--- src/rtl/ph_reg3_sync_if.sv ---
// Parasite-to-host Register 3 bus bundle: parasite write side, host read side,
// mode/error control and the status/data returned to both sides.
interface ph_reg3_sync_if;
  logic       p_selectData;
  logic       p_we;
  logic [7:0] p_data;
  logic       h_selectData;
  logic       h_rd;
  logic       one_byte_mode;
  logic       err_clr;
  logic [7:0] h_data;
  logic       h_data_available;
  logic       h_two_bytes_available;
  logic       p_full;
  logic       p_overrun;
  logic       h_underrun;

  modport master (
    output p_selectData, p_we, p_data, h_selectData, h_rd, one_byte_mode, err_clr,
    input  h_data, h_data_available, h_two_bytes_available, p_full, p_overrun, h_underrun
  );

  modport slave (
    input  p_selectData, p_we, p_data, h_selectData, h_rd, one_byte_mode, err_clr,
    output h_data, h_data_available, h_two_bytes_available, p_full, p_overrun, h_underrun
  );
endinterface

--- src/rtl/ph_reg3_sync.sv ---
// Parasite-to-host Register 3: two-slot byte FIFO with one-/two-byte modes,
// mode latched only while empty, plus sticky overrun/underrun flags.
module ph_reg3_sync (
  input logic          clk,
  input logic          rst,
  ph_reg3_sync_if.slave bus
);
  typedef enum logic [1:0] {EMPTY, HALF_IN, FULL, HALF_OUT} state_t;

  state_t     st;
  logic [7:0] b0, b1;
  logic       m;
  logic       overrun, underrun;
  logic       wr, rd;
  logic       set_ovr, set_und;

  assign wr = bus.p_selectData & bus.p_we;
  assign rd = bus.h_selectData & bus.h_rd;

  always_comb begin
    set_ovr = 1'b0;
    set_und = 1'b0;
    if (m) begin
      set_und = rd && (st == EMPTY);
      set_ovr = wr && !rd && (st == HALF_IN);
    end else begin
      set_und = rd && (st == EMPTY || st == HALF_IN);
      set_ovr = wr && (st == FULL || st == HALF_OUT);
    end
  end

  always_ff @(posedge clk) begin
    if (rst) begin
      st       <= EMPTY;
      b0       <= '0;
      b1       <= '0;
      m        <= 1'b1;
      overrun  <= 1'b0;
      underrun <= 1'b0;
    end else begin
      overrun  <= set_ovr | (overrun & ~bus.err_clr);
      underrun <= set_und | (underrun & ~bus.err_clr);
      if (st == EMPTY) m <= bus.one_byte_mode;
      if (m) begin
        // One-byte mode: a write always lands in b0; it only leaves HALF_IN on a read-only cycle.
        case (st)
          EMPTY: if (wr) begin
            b0 <= bus.p_data;
            st <= HALF_IN;
          end
          HALF_IN: begin
            if (wr)      b0 <= bus.p_data;
            else if (rd) st <= EMPTY;
          end
          default: st <= EMPTY;
        endcase
      end else begin
        case (st)
          EMPTY: if (wr) begin
            b0 <= bus.p_data;
            st <= HALF_IN;
          end
          HALF_IN: if (wr) begin
            b1 <= bus.p_data;
            st <= FULL;
          end
          FULL:     if (rd) st <= HALF_OUT;
          HALF_OUT: if (rd) st <= EMPTY;
          default:  st <= EMPTY;
        endcase
      end
    end
  end

  logic avail;
  always_comb begin
    avail = m ? (st == HALF_IN) : (st == FULL || st == HALF_OUT);
  end

  assign bus.h_data                = (st == HALF_OUT) ? b1 : b0;
  assign bus.h_data_available      = avail;
  assign bus.p_full                = avail;
  assign bus.h_two_bytes_available = !m && (st == FULL);
  assign bus.p_overrun             = overrun;
  assign bus.h_underrun            = underrun;
endmodule

--- src/flat_wrapper.sv ---
// flat-port wrapper written by rule: the top's interface ports become plain ports
module ph_reg3_sync_flat 
  (clk, rst, bus_p_selectData, bus_p_we, bus_p_data, bus_h_selectData, bus_h_rd, bus_one_byte_mode, bus_err_clr, bus_h_data, bus_h_data_available, bus_h_two_bytes_available, bus_p_full, bus_p_overrun, bus_h_underrun);
  ph_reg3_sync_if bus_i ();
  input logic clk;
  input logic rst;
  input wire logic [$bits(bus_i.p_selectData)-1:0] bus_p_selectData;
  input wire logic [$bits(bus_i.p_we)-1:0] bus_p_we;
  input wire logic [$bits(bus_i.p_data)-1:0] bus_p_data;
  input wire logic [$bits(bus_i.h_selectData)-1:0] bus_h_selectData;
  input wire logic [$bits(bus_i.h_rd)-1:0] bus_h_rd;
  input wire logic [$bits(bus_i.one_byte_mode)-1:0] bus_one_byte_mode;
  input wire logic [$bits(bus_i.err_clr)-1:0] bus_err_clr;
  output wire logic [$bits(bus_i.h_data)-1:0] bus_h_data;
  output wire logic [$bits(bus_i.h_data_available)-1:0] bus_h_data_available;
  output wire logic [$bits(bus_i.h_two_bytes_available)-1:0] bus_h_two_bytes_available;
  output wire logic [$bits(bus_i.p_full)-1:0] bus_p_full;
  output wire logic [$bits(bus_i.p_overrun)-1:0] bus_p_overrun;
  output wire logic [$bits(bus_i.h_underrun)-1:0] bus_h_underrun;
  assign bus_i.p_selectData = bus_p_selectData;
  assign bus_i.p_we = bus_p_we;
  assign bus_i.p_data = bus_p_data;
  assign bus_i.h_selectData = bus_h_selectData;
  assign bus_i.h_rd = bus_h_rd;
  assign bus_i.one_byte_mode = bus_one_byte_mode;
  assign bus_i.err_clr = bus_err_clr;
  assign bus_h_data = bus_i.h_data;
  assign bus_h_data_available = bus_i.h_data_available;
  assign bus_h_two_bytes_available = bus_i.h_two_bytes_available;
  assign bus_p_full = bus_i.p_full;
  assign bus_p_overrun = bus_i.p_overrun;
  assign bus_h_underrun = bus_i.h_underrun;
  ph_reg3_sync u_core (.clk(clk), .rst(rst), .bus(bus_i));
endmodule
--- config.mk ---
export PLATFORM = sky130hd
export DESIGN_NAME = ph_reg3_sync_flat
export DESIGN_NICKNAME = d
export VERILOG_FILES = /design/src/rtl/ph_reg3_sync_if.sv /design/src/rtl/ph_reg3_sync.sv /design/src/flat_wrapper.sv
export SDC_FILE = /design/constraint.sdc
export NUM_CORES = 1
export LEC_CHECK = 0
export ABC_AREA = 1
export CORE_UTILIZATION = 45
export DETAILED_ROUTE_END_ITERATION = 10
export PLACE_DENSITY = 0.77
export SETUP_SLACK_MARGIN = 0.15
export SYNTH_ARGS = -nofsm -noshare
export SYNTH_HDL_FRONTEND = slang
export SYNTH_SLANG_ARGS = --single-unit
--- constraint.sdc ---
create_clock -name clk -period 1.4 [get_ports clk]
set_clock_uncertainty 0.05 [all_clocks]
set_input_delay 0.14 -clock clk [delete_from_list [all_inputs] [get_ports clk]]
set_output_delay 0.14 -clock clk [all_outputs]
set_load 0.05 [all_outputs]
Figure 1. Signal metal coverage by tile.
Scale bar: 10 um. The die is cut into 10 by 10 equal tiles; dark blue is low, red is high, scaled to the fullest tile. Values are wire area over tile area, all layers added.
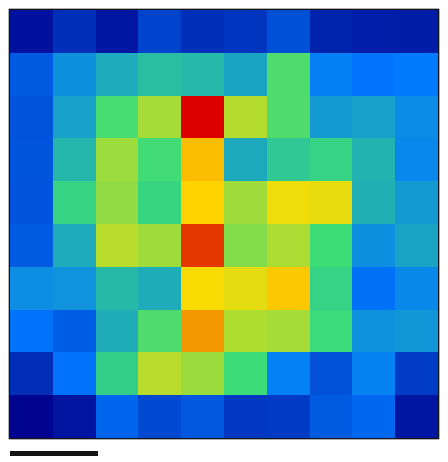
tiles over half the peak: 30%
densest ninth of the die: center
nearly empty tiles: 1.0%

Figure 2. Routed metal, one color a layer.
Scale bar: 10 um.
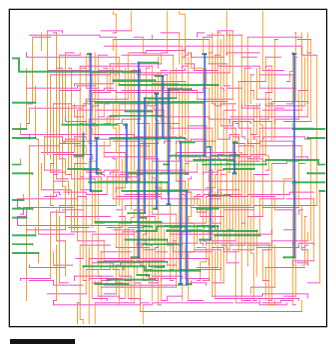
[magenta] metal 1 | wire length: 1580 um
[blue] metal 4 | wire length: 230 um
[green] metal 3 | wire length: 355 um
[orange] metal 2 | wire length: 2100 um

==> Table 3: Implementation characteristics <==
Summary of implementation characteristics

Parameter                              Value

Outcome
  Status    complete, but fails checks
  Violated checks    negative setup slack

Worst setup path
  Required time of the critical path    1.21 ns
  Reg2Reg Setup Slack    -0.08 ns
  Maximum net fanout on the critical path    8
  R2R Path Start    u_core.st[0]$_SDFFE_PP0P_
  Source of the critical timing path    u_core.m$_SDFFE_PP1P_
  Worst reg2reg path depth    7
  End of the worst register-to-register path    u_core.b0[5]$_SDFFE_PP0P_
  Nature of the critical path startpoint    flop
  Type of the worst setup path    flop to primary output
  Critical Path Max Stage Delay    0.45 ns
  Kind of cell with the highest combined delay on the critical path    flip-flops
  Critical path endpoint    bus_p_full
  Crit. End Element    primary output
  Critical path, cell by cell    inv_2 > o21ai_4 > buf_12
  Library cell contributing the largest single delay on the critical path    sky130_fd_sc_hd__dfxtp_4
  Count of cell instances traversed by the critical path    3
  Buffers & Inverters on Critical Path    2
  Data arrival time at the worst-slack endpoint    1.31 ns

Layout
  Most common logic cell in the routed design    sky130_fd_sc_hd__nor2_1
  MI comb area    652 um^2
  Combined flip-flop and latch cell area    432 um^2
  Net count of the finished layout    207
  Non-filler instance count after layout    217
  Inserted Diodes    0
  Number of filler cells placed in the layout    76
  Fraction of layout instances using a drive strength above 1    36.3%
  Layout overhead on the synthesized area    88.6%
  Final instance area    1840 um^2
  Utilization of the core after routing    91.9%
  Most used cells in the layout excluding fill and tap cells    sky130_fd_sc_hd__nor2_1 (32), sky130_fd_sc_hd__nand2_1 (24), sky130_fd_sc_hd__dfxtp_1 (18)

Die
  Height of the die    48.6 um
  Area of the die    2360 um^2
  Placement Rows    16
  Area of the placeable core    2000 um^2
  Die Span X    48.6 um
  IO Pins    29
  Core utilization at floorplan    48.8%

Worst hold path
  Worst min-delay path startpoint    bus_p_data[7]
  Hold Crit Endpoint    u_core.b0[7]$_SDFFE_PP0P_
  Instance count along the most critical hold path    3
  Classification of the worst-slack hold path    primary input to flop

Drt
  Total via count in the routed design    1277
  Initial DRC count    101
  DRC    0
  Antenna-violating nets left    0
  Detailed-routing iteration count for the pre-antenna-repair pass    5
  Ratio of routed vias to standard cells    5.88
  Post-Route WL    4260 um

STA
  Final-report setup violation count    23
  Slack of the critical path    -0.102 ns
  Ratio of final minimum period to clock period    107%
  Max-slew violation count    0
  Slew Limit Headroom    82.3%
  WHS    0.408 ns
  Measured slew at the worst slew-check pin    0.264 ns
  Fin crit period    1.50 ns
  Unrepaired setup endpoints after global routing    yes
  Count of endpoints failing hold in the final timing report    0
  Achievable Freq    666 MHz
  Total negative slack for setup checks    -1.30 ns

Global routing
  First-pass GRT wire length    5130 um
  Antenna violations before repair    0
  Pin count of the biggest net entering global routing    15
  Total gr overflow    0
  Vias in the first global route    1128

Clocking
  Clock tree from TritonCTS    done
  Number of clock sinks    21
  Post-CTS clock slew at the launch and capture registers of the worst setup and hold paths    0.14 ns
  Root buf cell    sky130_fd_sc_hd__clkbuf_4
  Number of clock buffers inserted by TritonCTS    3
  Bufs on Longest Clock Path    2
  Clock insertion delay at the later pin of the skew report    0.31 ns
  H-tree depth    1

Logic synthesis
  Register bit total from synthesis    21
  Cell Type Count    14
  Synth Net Count    160
  Post-synthesis cell count from yosys    144
  Post-Synthesis Cell Area    976 um^2
  Register area share after synthesis    43.1%
  Post-synthesis instance total    144
  Chip area estimate from yosys synthesis    976 um^2
  Total number of yosys warnings    0
  Mean instance size in the synthesized netlist    6.78 um^2

Power and ir drop
  Overall power    1.53 mW
  Largest vdd supply drop    0.000842 V
  Leakage component of the power    0.763 nW
  Power density over the cells    830 nW/um^2

Place
  Placer Congestion    0.892
  Buffers added on ports    28
  Area after detailed placement    1600 um^2
  Place WS    -0.172 ns
  Detailed-placement wirelength estimate    1930 um
  Number of instances in the placed design    202

Job
  Number of violations of the max-capacitance limit    0
  Count of warning messages emitted by the tools    29
Figure 3. Cells colored by class.
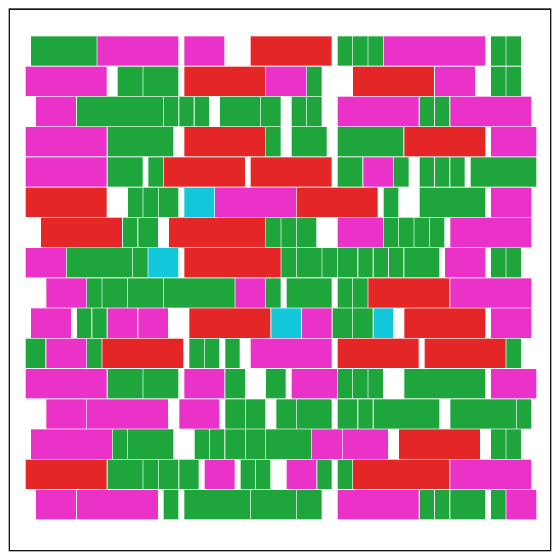
[green] combinational and other logic | cells: 119
[cyan] clock drivers and dummy loads | cells: 4
[magenta] other buffers and delay cells | cells: 46
[red] flops | cells: 21

Figure 4. Congestion heat map.
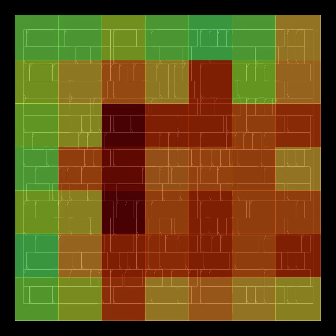
met3 routing resource usage after global routing: 5.03%
overall track demand over capacity in global routing: 28.0%
average wire length per cell after detail routing: 19.6 um

final cells by class:
class	instances	share of cell area [%]
Multi-Input combinational cell	102	35.4
Timing Repair Buffer	46	33.7
Sequential cell	21	23.5
Inverter	17	4.15
Tap cell	27	1.84
Clock buffer	3	1.22
Clock inverter	1	0.272
sequential cells by signal, indices dropped and copies added (netlist names):
register and flops:
u_core.b1 8, u_core.bus.p_overrun 1, u_core.st 2, u_core.bus.h_underrun 1
u_core.b0 8, u_core.m 1
repair_timing:
| item | 4_1_cts | 5_1_grt |
|---|---|---|
| gates cloned | 1 | 1 |
| endpoints found under the setup margin | 19 | 31 |
| pin swaps | 14 | 8 |
| gates resized | 18 | 20 |
| buffers inserted | 5 | 4 |
| hold buffers | 0 | 0 |
metal layers:
| layer | vias to the layer above | GRT usage [%] | share of wire (%) |
|---|---|---|---|
| met5 | - | 0 | 0 |
| met4 | 0 | 10.8 | 5.4 |
| met3 | 30 | 5.03 | 8.3 |
| met2 | 109 | 50.0 | 49 |
| met1 | 583 | 33.0 | 37 |
| li1 | 555 | - | - |
cell families (layout without fill, tap and decap cells):
group | after synthesis | in the layout | share of synthesized area, %
flops | 21 | 21 | 43.1
buf+inv | 22 | 67 | 10.4
compound gates | 32 | 32 | 19.2
simple gates | 69 | 70 | 27.3
synthesized netlist by cell type, drive strengths merged:
cell type   n  share of area [%]
nand2      28                 11
inv        17                6.5
a21oi      14                7.2
nor2       35                 13
nand3       6                3.1
buf         3                3.1
dfxtp      21                 43
o21ai      15                8.1
o211ai      1                2.2
o2111ai     2                1.8
clkbuf      2               0.77
report_power, final:
group	total, mW	internal [mW]	leakage (nW)	switching (mW)
combinational	0.545	0.252	0.572	0.292
clock	0.324	0.107	0.0177	0.217
sequential	0.659	0.626	0.173	0.0335
total	1.53	0.985	0.763	0.543
Power is estimated from default activity; no workload was simulated.
